Fig. 1: M4 wires
Scale: 3 px per um. Supply wires on this layer in gray.
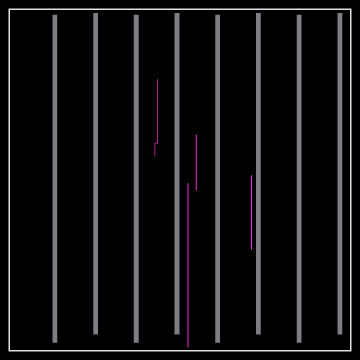
Fig. 2: port wiring
Scale: 2 px per um.
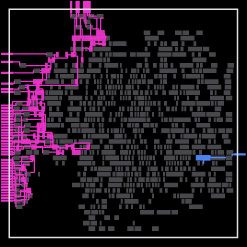
Fig. 3: routing congestion map
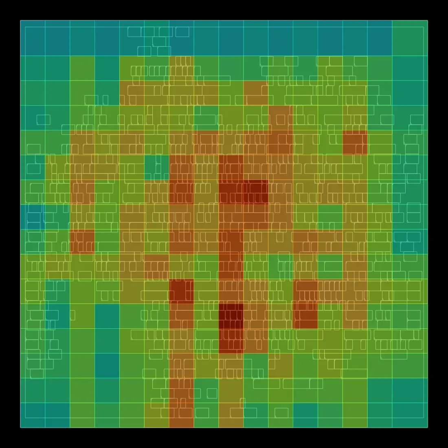
Fig. 4: clock wires, drivers and flops
Scale: 3 px per um.
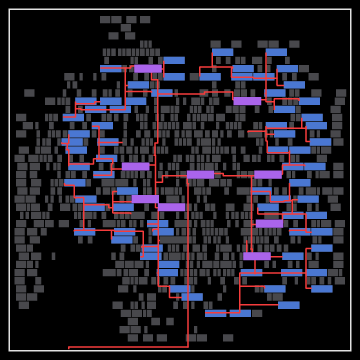
Fig. 5: cell area per tile
Scale: 3 px per um. 11 x 11 tiles, from dark blue (low) to red (high), 0 to 100% covered.
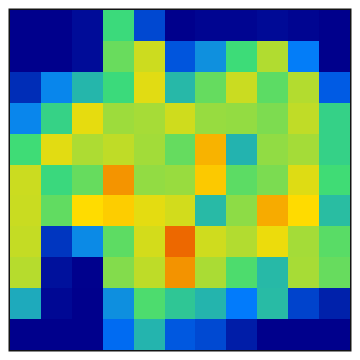
--- src/rtl/mul_norm_round_if.sv ---
// mul_norm_round_if: handshake and data bundle between the product stage and the flag/packing stages.
interface mul_norm_round_if #(
    parameter int MANT_W = 24,
    parameter int EXP_W  = 8
);
    logic                  in_valid;
    logic                  in_ready;
    logic [2*MANT_W-1:0]   prod_M_in;
    logic [EXP_W+1:0]      sum_E_in;
    logic                  initial_zero_flag;
    logic                  out_valid;
    logic                  out_ready;
    logic [MANT_W-1:0]     final_M_out;
    logic [EXP_W-1:0]      final_E_out;
    logic                  initial_zero_flag_out;
    logic                  overflow_flag;
    logic                  underflow_flag;

    modport master (
        output in_valid, prod_M_in, sum_E_in, initial_zero_flag, out_ready,
        input  in_ready, out_valid, final_M_out, final_E_out, initial_zero_flag_out,
               overflow_flag, underflow_flag
    );

    modport slave (
        input  in_valid, prod_M_in, sum_E_in, initial_zero_flag, out_ready,
        output in_ready, out_valid, final_M_out, final_E_out, initial_zero_flag_out,
               overflow_flag, underflow_flag
    );
endinterface

--- src/rtl/mul_norm_round_stage.sv ---
// mul_norm_round_stage: two-stage normalize, round-to-nearest-even and exponent range check
// for the FP multiplier significand product, with valid/ready back-pressure.
module mul_norm_round_stage #(
    parameter int MANT_W = 24,
    parameter int EXP_W  = 8
) (
    input logic             CLK,
    input logic             RST,
    mul_norm_round_if.slave bus
);
    localparam int PW = 2 * MANT_W;
    localparam int EW = EXP_W + 2;
    localparam logic signed [EW:0] E_MAX = (EW+1)'((1 << EXP_W) - 1);

    logic              s1_valid_q, s2_en, s1_en;
    logic [MANT_W-1:0] s1_m_q, s1_m_d;
    logic              s1_g_q, s1_g_d, s1_s_q, s1_s_d, s1_z_q;
    logic [EW-1:0]     s1_e_q, s1_e_d;
    logic              out_valid_q;
    logic [MANT_W-1:0] m_q, m_d;
    logic [EXP_W-1:0]  e_q, e_d;
    logic              z_q, ovf_q, ovf_d, unf_q, unf_d;
    logic              top, round_up;
    logic [MANT_W:0]   m_sum;
    logic [MANT_W-1:0] m_r;
    logic signed [EW:0] e_r;

    assign s2_en        = !out_valid_q | bus.out_ready;
    assign s1_en        = !s1_valid_q | s2_en;
    assign bus.in_ready = s1_en;

    assign top = bus.prod_M_in[PW-1];

    always_comb begin
        s1_m_d = top ? bus.prod_M_in[PW-1:MANT_W] : bus.prod_M_in[PW-2:MANT_W-1];
        s1_g_d = top ? bus.prod_M_in[MANT_W-1] : bus.prod_M_in[MANT_W-2];
        s1_s_d = top ? |bus.prod_M_in[MANT_W-2:0] : |bus.prod_M_in[MANT_W-3:0];
        s1_e_d = bus.sum_E_in + EW'(top);
    end

    // Exponent is widened by one bit so the round carry cannot wrap the signed range check.
    always_comb begin
        round_up = s1_g_q & (s1_s_q | s1_m_q[0]);
        m_sum    = {1'b0, s1_m_q} + (MANT_W+1)'(round_up);
        m_r      = m_sum[MANT_W] ? m_sum[MANT_W:1] : m_sum[MANT_W-1:0];
        e_r      = $signed({s1_e_q[EW-1], s1_e_q}) + $signed((EW+1)'(m_sum[MANT_W]));
        ovf_d    = !s1_z_q && (e_r >= E_MAX);
        unf_d    = !s1_z_q && !ovf_d && (e_r <= 0);
        m_d      = (s1_z_q | ovf_d | unf_d) ? '0 : m_r;
        e_d      = (s1_z_q | unf_d) ? '0 : ovf_d ? '1 : e_r[EXP_W-1:0];
    end

    always_ff @(posedge CLK) begin
        if (RST) begin
            s1_valid_q <= 1'b0;
            s1_m_q     <= '0;
            s1_g_q     <= 1'b0;
            s1_s_q     <= 1'b0;
            s1_e_q     <= '0;
            s1_z_q     <= 1'b0;
        end else if (s1_en) begin
            s1_valid_q <= bus.in_valid;
            if (bus.in_valid) begin
                s1_m_q <= s1_m_d;
                s1_g_q <= s1_g_d;
                s1_s_q <= s1_s_d;
                s1_e_q <= s1_e_d;
                s1_z_q <= bus.initial_zero_flag;
            end
        end
    end

    always_ff @(posedge CLK) begin
        if (RST) begin
            out_valid_q <= 1'b0;
            m_q         <= '0;
            e_q         <= '0;
            z_q         <= 1'b0;
            ovf_q       <= 1'b0;
            unf_q       <= 1'b0;
        end else if (s2_en) begin
            out_valid_q <= s1_valid_q;
            if (s1_valid_q) begin
                m_q   <= m_d;
                e_q   <= e_d;
                z_q   <= s1_z_q;
                ovf_q <= ovf_d;
                unf_q <= unf_d;
            end
        end
    end

    assign bus.out_valid             = out_valid_q;
    assign bus.final_M_out           = m_q;
    assign bus.final_E_out           = e_q;
    assign bus.initial_zero_flag_out = z_q;
    assign bus.overflow_flag         = ovf_q;
    assign bus.underflow_flag        = unf_q;
endmodule

--- src/flat_wrapper.sv ---
// flat-port wrapper written by rule: the top's interface ports become plain ports
module mul_norm_round_stage_flat 
#(
    parameter int MANT_W = 24,
    parameter int EXP_W  = 8
)
  (CLK, RST, bus_in_valid, bus_prod_M_in, bus_sum_E_in, bus_initial_zero_flag, bus_out_ready, bus_in_ready, bus_out_valid, bus_final_M_out, bus_final_E_out, bus_initial_zero_flag_out, bus_overflow_flag, bus_underflow_flag);
  mul_norm_round_if #(.MANT_W(MANT_W), .EXP_W(EXP_W)) bus_i ();
  input logic CLK;
  input logic RST;
  input wire logic [$bits(bus_i.in_valid)-1:0] bus_in_valid;
  input wire logic [$bits(bus_i.prod_M_in)-1:0] bus_prod_M_in;
  input wire logic [$bits(bus_i.sum_E_in)-1:0] bus_sum_E_in;
  input wire logic [$bits(bus_i.initial_zero_flag)-1:0] bus_initial_zero_flag;
  input wire logic [$bits(bus_i.out_ready)-1:0] bus_out_ready;
  output wire logic [$bits(bus_i.in_ready)-1:0] bus_in_ready;
  output wire logic [$bits(bus_i.out_valid)-1:0] bus_out_valid;
  output wire logic [$bits(bus_i.final_M_out)-1:0] bus_final_M_out;
  output wire logic [$bits(bus_i.final_E_out)-1:0] bus_final_E_out;
  output wire logic [$bits(bus_i.initial_zero_flag_out)-1:0] bus_initial_zero_flag_out;
  output wire logic [$bits(bus_i.overflow_flag)-1:0] bus_overflow_flag;
  output wire logic [$bits(bus_i.underflow_flag)-1:0] bus_underflow_flag;
  assign bus_i.in_valid = bus_in_valid;
  assign bus_i.prod_M_in = bus_prod_M_in;
  assign bus_i.sum_E_in = bus_sum_E_in;
  assign bus_i.initial_zero_flag = bus_initial_zero_flag;
  assign bus_i.out_ready = bus_out_ready;
  assign bus_in_ready = bus_i.in_ready;
  assign bus_out_valid = bus_i.out_valid;
  assign bus_final_M_out = bus_i.final_M_out;
  assign bus_final_E_out = bus_i.final_E_out;
  assign bus_initial_zero_flag_out = bus_i.initial_zero_flag_out;
  assign bus_overflow_flag = bus_i.overflow_flag;
  assign bus_underflow_flag = bus_i.underflow_flag;
  mul_norm_round_stage #(.MANT_W(MANT_W), .EXP_W(EXP_W)) u_core (.CLK(CLK), .RST(RST), .bus(bus_i));
endmodule
--- config.mk ---
export PLATFORM = sky130hd
export DESIGN_NAME = mul_norm_round_stage_flat
export DESIGN_NICKNAME = d
export VERILOG_FILES = /design/src/rtl/mul_norm_round_if.sv /design/src/rtl/mul_norm_round_stage.sv /design/src/flat_wrapper.sv
export SDC_FILE = /design/constraint.sdc
export NUM_CORES = 1
export LEC_CHECK = 0
export ABC_AREA = 1
export CAP_MARGIN = 0
export CORE_UTILIZATION = 35
export DETAILED_ROUTE_END_ITERATION = 6
export GPL_ROUTABILITY_DRIVEN = 0
export PLACE_DENSITY = 0.7
export SETUP_SLACK_MARGIN = 0.1
export SLEW_MARGIN = 30
export SYNTH_ARGS = -nofsm -noshare
export SYNTH_HDL_FRONTEND = slang
export SYNTH_SLANG_ARGS = --single-unit
export TNS_END_PERCENT = 50
--- constraint.sdc ---
create_clock -name CLK -period 6.6 [get_ports CLK]
set_input_delay 1.32 -clock CLK [delete_from_list [all_inputs] [get_ports CLK]]
set_output_delay 1.32 -clock CLK [all_outputs]
set_load 0.01 [all_outputs]
==> impl_metrics.csv <==
group,metric,value,unit
setup_path,critPathBufInv,2,
logic_synthesis,ys_seq_elements,74,
setup_path,timing.critical_path.to,"u_core.bus.final_M_out[8]$_SDFFE_PP0P_",
final_timing,hold-worst-slack,0.4627,ns
logic_synthesis,yosys.area_share.aoi,0.1954,
logic_synthesis,synth.cellmix.adderShare,0.01730,
clocking,post_cts_buffers,0,
clocking,cts_root_buffer,"clkbuf_16",
logic_synthesis,yosys-top-cells-area,"dfxtp_1, a21oi_1, nand2_1",
detailed_routing,drtIter0Drc,326,
final_timing,finalSetupTns,0,ns
logic_synthesis,ys_cells,669,
min_path,min_delay_worst_endpoint,"u_core.bus.final_E_out[3]$_SDFFE_PP0P_",
logic_synthesis,syn-instance-count,669,
setup_path,slowest_delay,0.69,ns
floorplanning,chipArea,12850,um^2
logic_synthesis,mappedNetlistNets,738,
setup_path,worst-setup-path-type,"flop to flop",
logic_synthesis,synthSimpleGateAreaFrac,0.2955,
setup_path,cp_slowest_cell,"a21oi_2",
placed_design,buffer_ports.inserted,99,
floorplanning,floorplan.initialDensity,0.3599,
logic_synthesis,post_synth_edffs,0,
clocking,clock.latency.late_pin,0.33,ns
min_path,hold_class,"flop to flop",
final_timing,setup_slack,2.419,ns
logic_synthesis,share_of_the_synthesized_netlist_area_taken_by_xor_and_xnor_gates,0.04036,
detailed_routing,postRouteAntennaNets,0,
final_timing,rsz0062_at_grt,"false",
final_timing,final.min_clock_period,4.181,ns
final_timing,max_freq,0.2392,GHz
logic_synthesis,post-synth-top-area-cell,"dfxtp_1",
final_timing,min_period_over_period,0.6334,
logic_synthesis,synth-main-ff-cell,"dfxtp_1",
layout,instances_no_fill,922,
floorplanning,placementRows,40,
logic_synthesis,yosys_warnings,0,
final_timing,hold_viol,0,
layout,num-nets-final,819,
global_routing,grt_pass1_vias,3990,
setup_path,r2r.worst_path.cells,25,
global_routing,overflow,0,
setup_path,end_of_the_worst_register_to_register_path,"u_core.bus.final_M_out[8]$_SDFFE_PP0P_",
final_timing,slew_violations,0,
pwr,ir_drop,0.1276,mV
setup_path,crit_cells,25,
final_timing,worst_clock_skew,0.006805,ns
layout,drive_gt1_frac,0.04775,
pwr,power.static_leakage,2.407,nW
setup_path,path_delay_family,"simple AND/OR/NAND/NOR gates",
clocking,post_cts_resize_count,0,
logic_synthesis,ys_top_cells_by_count,"nand2_1, a21oi_1, nor2_1, inv_1, dfxtp_1",
setup_path,worstSetupStartpoint,"u_core.s1_m_q[0]$_SDFFE_PP0P_",
placed_design,dp.final_hpwl,8258,um
outcome,run_status,"completed",
global_routing,grt_usage,0.1794,
min_path,timing.hold.worst_path_depth,2,
clocking,clkSlewWorstSetupHoldPaths,0.06,ns
job,max-cap-violations,0,
clocking,cts_htree_levels,3,
setup_path,critical_path.endpoint_type,"flop",
floorplanning,core-area,12060,um^2
setup_path,critical_path.reg2reg.startpoint,"u_core.s1_m_q[0]$_SDFFE_PP0P_",
setup_path,worst-endpoint-arrival,4.45,ns
logic_synthesis,synth_seq_share,0.3413,
final_timing,max-slew-margin-rel,0.4237,
layout,final_common_cell,"nand2_1",
pwr,total_power,0.001208,W
floorplanning,chipHeight,113.4,um
detailed_routing,drt_first_pass_iters,5,
layout,antenna_cells_inserted,0,
final_timing,final_setup_vio_count,0,
clocking,clockBufferDepth,2,
logic_synthesis,synthesis.area_per_instance,6.488,um^2
min_path,worst_hold_startpoint,"u_core.bus.final_E_out[3]$_SDFFE_PP0P_",
floorplanning,fp.dieW,113.4,um
logic_synthesis,syn-cell-area,4340,um^2
clocking,cts_sinks,74,
final_timing,worst_pin_slew,0.8645,ns
logic_synthesis,synth-async-reset-ratio,0,
global_routing,grt_first_pass_wirelength,18760,um
placed_design,place_area,5419,um^2
setup_path,worst-path-max-fanout,22,
logic_synthesis,synth-area-yosys,4340,um^2
clocking,cts_buf_count,9,
setup_path,crit_required,6.87,ns
clocking,cts_hold_repair.buffers,0,
pwr,cellPowerDensity,211.0,nW/um^2
logic_synthesis,post_synth_mux_area_share,0.002306,
placed_design,pre_cts_ws,2.464,ns
logic_synthesis,yosys.cell_types.count,37,
global_routing,grt_start_max_net_pins,57,
logic_synthesis,netlist.area_leader.share,0.3413,
detailed_routing,detail_route.vias_per_cell,4.888,
clocking,tritoncts,"done",
layout,area_growth_syn_to_layout,31.88,%
placed_design,post-place-cells,907,
layout,layout.cell_area.non_filler,5724,um^2
setup_path,critical_path.startpoint_type,"flop",
floorplanning,num_io_pins,100,
global_routing,initial_antenna_violation_count,0,
setup_path,regToRegSetupSlack,2.42,ns
detailed_routing,drc_errors,0,
job,warnings,26,
setup_path,path_common_cell,"nor2_1",
logic_synthesis,synth.logic.top_family,"simple AND/OR/NAND/NOR gates",
layout,final_layout_top_logic_cells,"nand2_1, clkdlybuf4s50_1, a21oi_1",
logic_synthesis,netlist.top_cell.by_instances,"nand2_1",
## Picture notes: Fig. 1
share of all routed wire: 1.1%
nets with wire on the layer: 3
main direction: vertical
longest straight run: 54.4 um
wire length on this layer: 123 um
Detailed Route WL: 11070 um
vias after detailed routing: 4507

## Picture notes: Fig. 2
[magenta] bus_prod_M_in | bits: 48 | direction: input | end cells: 81 | buffers: 49 | wire: 1010 um
[blue] bus_initial_zero_flag_out | bits: 1 | direction: output | end cells: 1 | buffers: 1 | wire: 16.2 um

## Picture notes: Fig. 3
global-route met3 utilization: 0.03856
grt met2 use: 0.2671
WL per Instance: 12.00 um
final design utilization: 0.4746
met1 track utilization from global routing: 0.2573

## Picture notes: Fig. 4
[red] clock wires | length: 907 um
[purple] cells driving clock nets | count: 9
[blue] flip-flops | count: 74
routed clock nets: 10

## Picture notes: Fig. 5
fullest tile: 88%
tiles over 75% full: 7.4%
mean over tiles: 43%

-- report_power, final --
part           leakage [nW]  total, W  switching [W]  internal, W
logic                  1.65  0.000208       0.000111    0.0000974
clock network         0.152  0.000494       0.000173     0.000321
registers             0.610  0.000505      0.0000288     0.000477
total                  2.41   0.00121       0.000313     0.000895
-- cell type report --
type,instances,area [um^2]
clock buffers,13,270.3
clock inverters,2,35.03
fillers,1260,6337
inverters,86,322.8
multi-input cells,477,2391
flip-flops and latches,74,1481
well taps,168,210.2
repair buffers,102,1013
-- metal layers --
| layer | wire [um] | global-route usage |
|---|---|---|
| met4 | 123 | 0.05439 |
| met3 | 648 | 0.03856 |
| met2 | 4568 | 0.2671 |
| met5 | 0 | 0 |
| met1 | 5726 | 0.2573 |
Power and IR drop assume default switching activity.
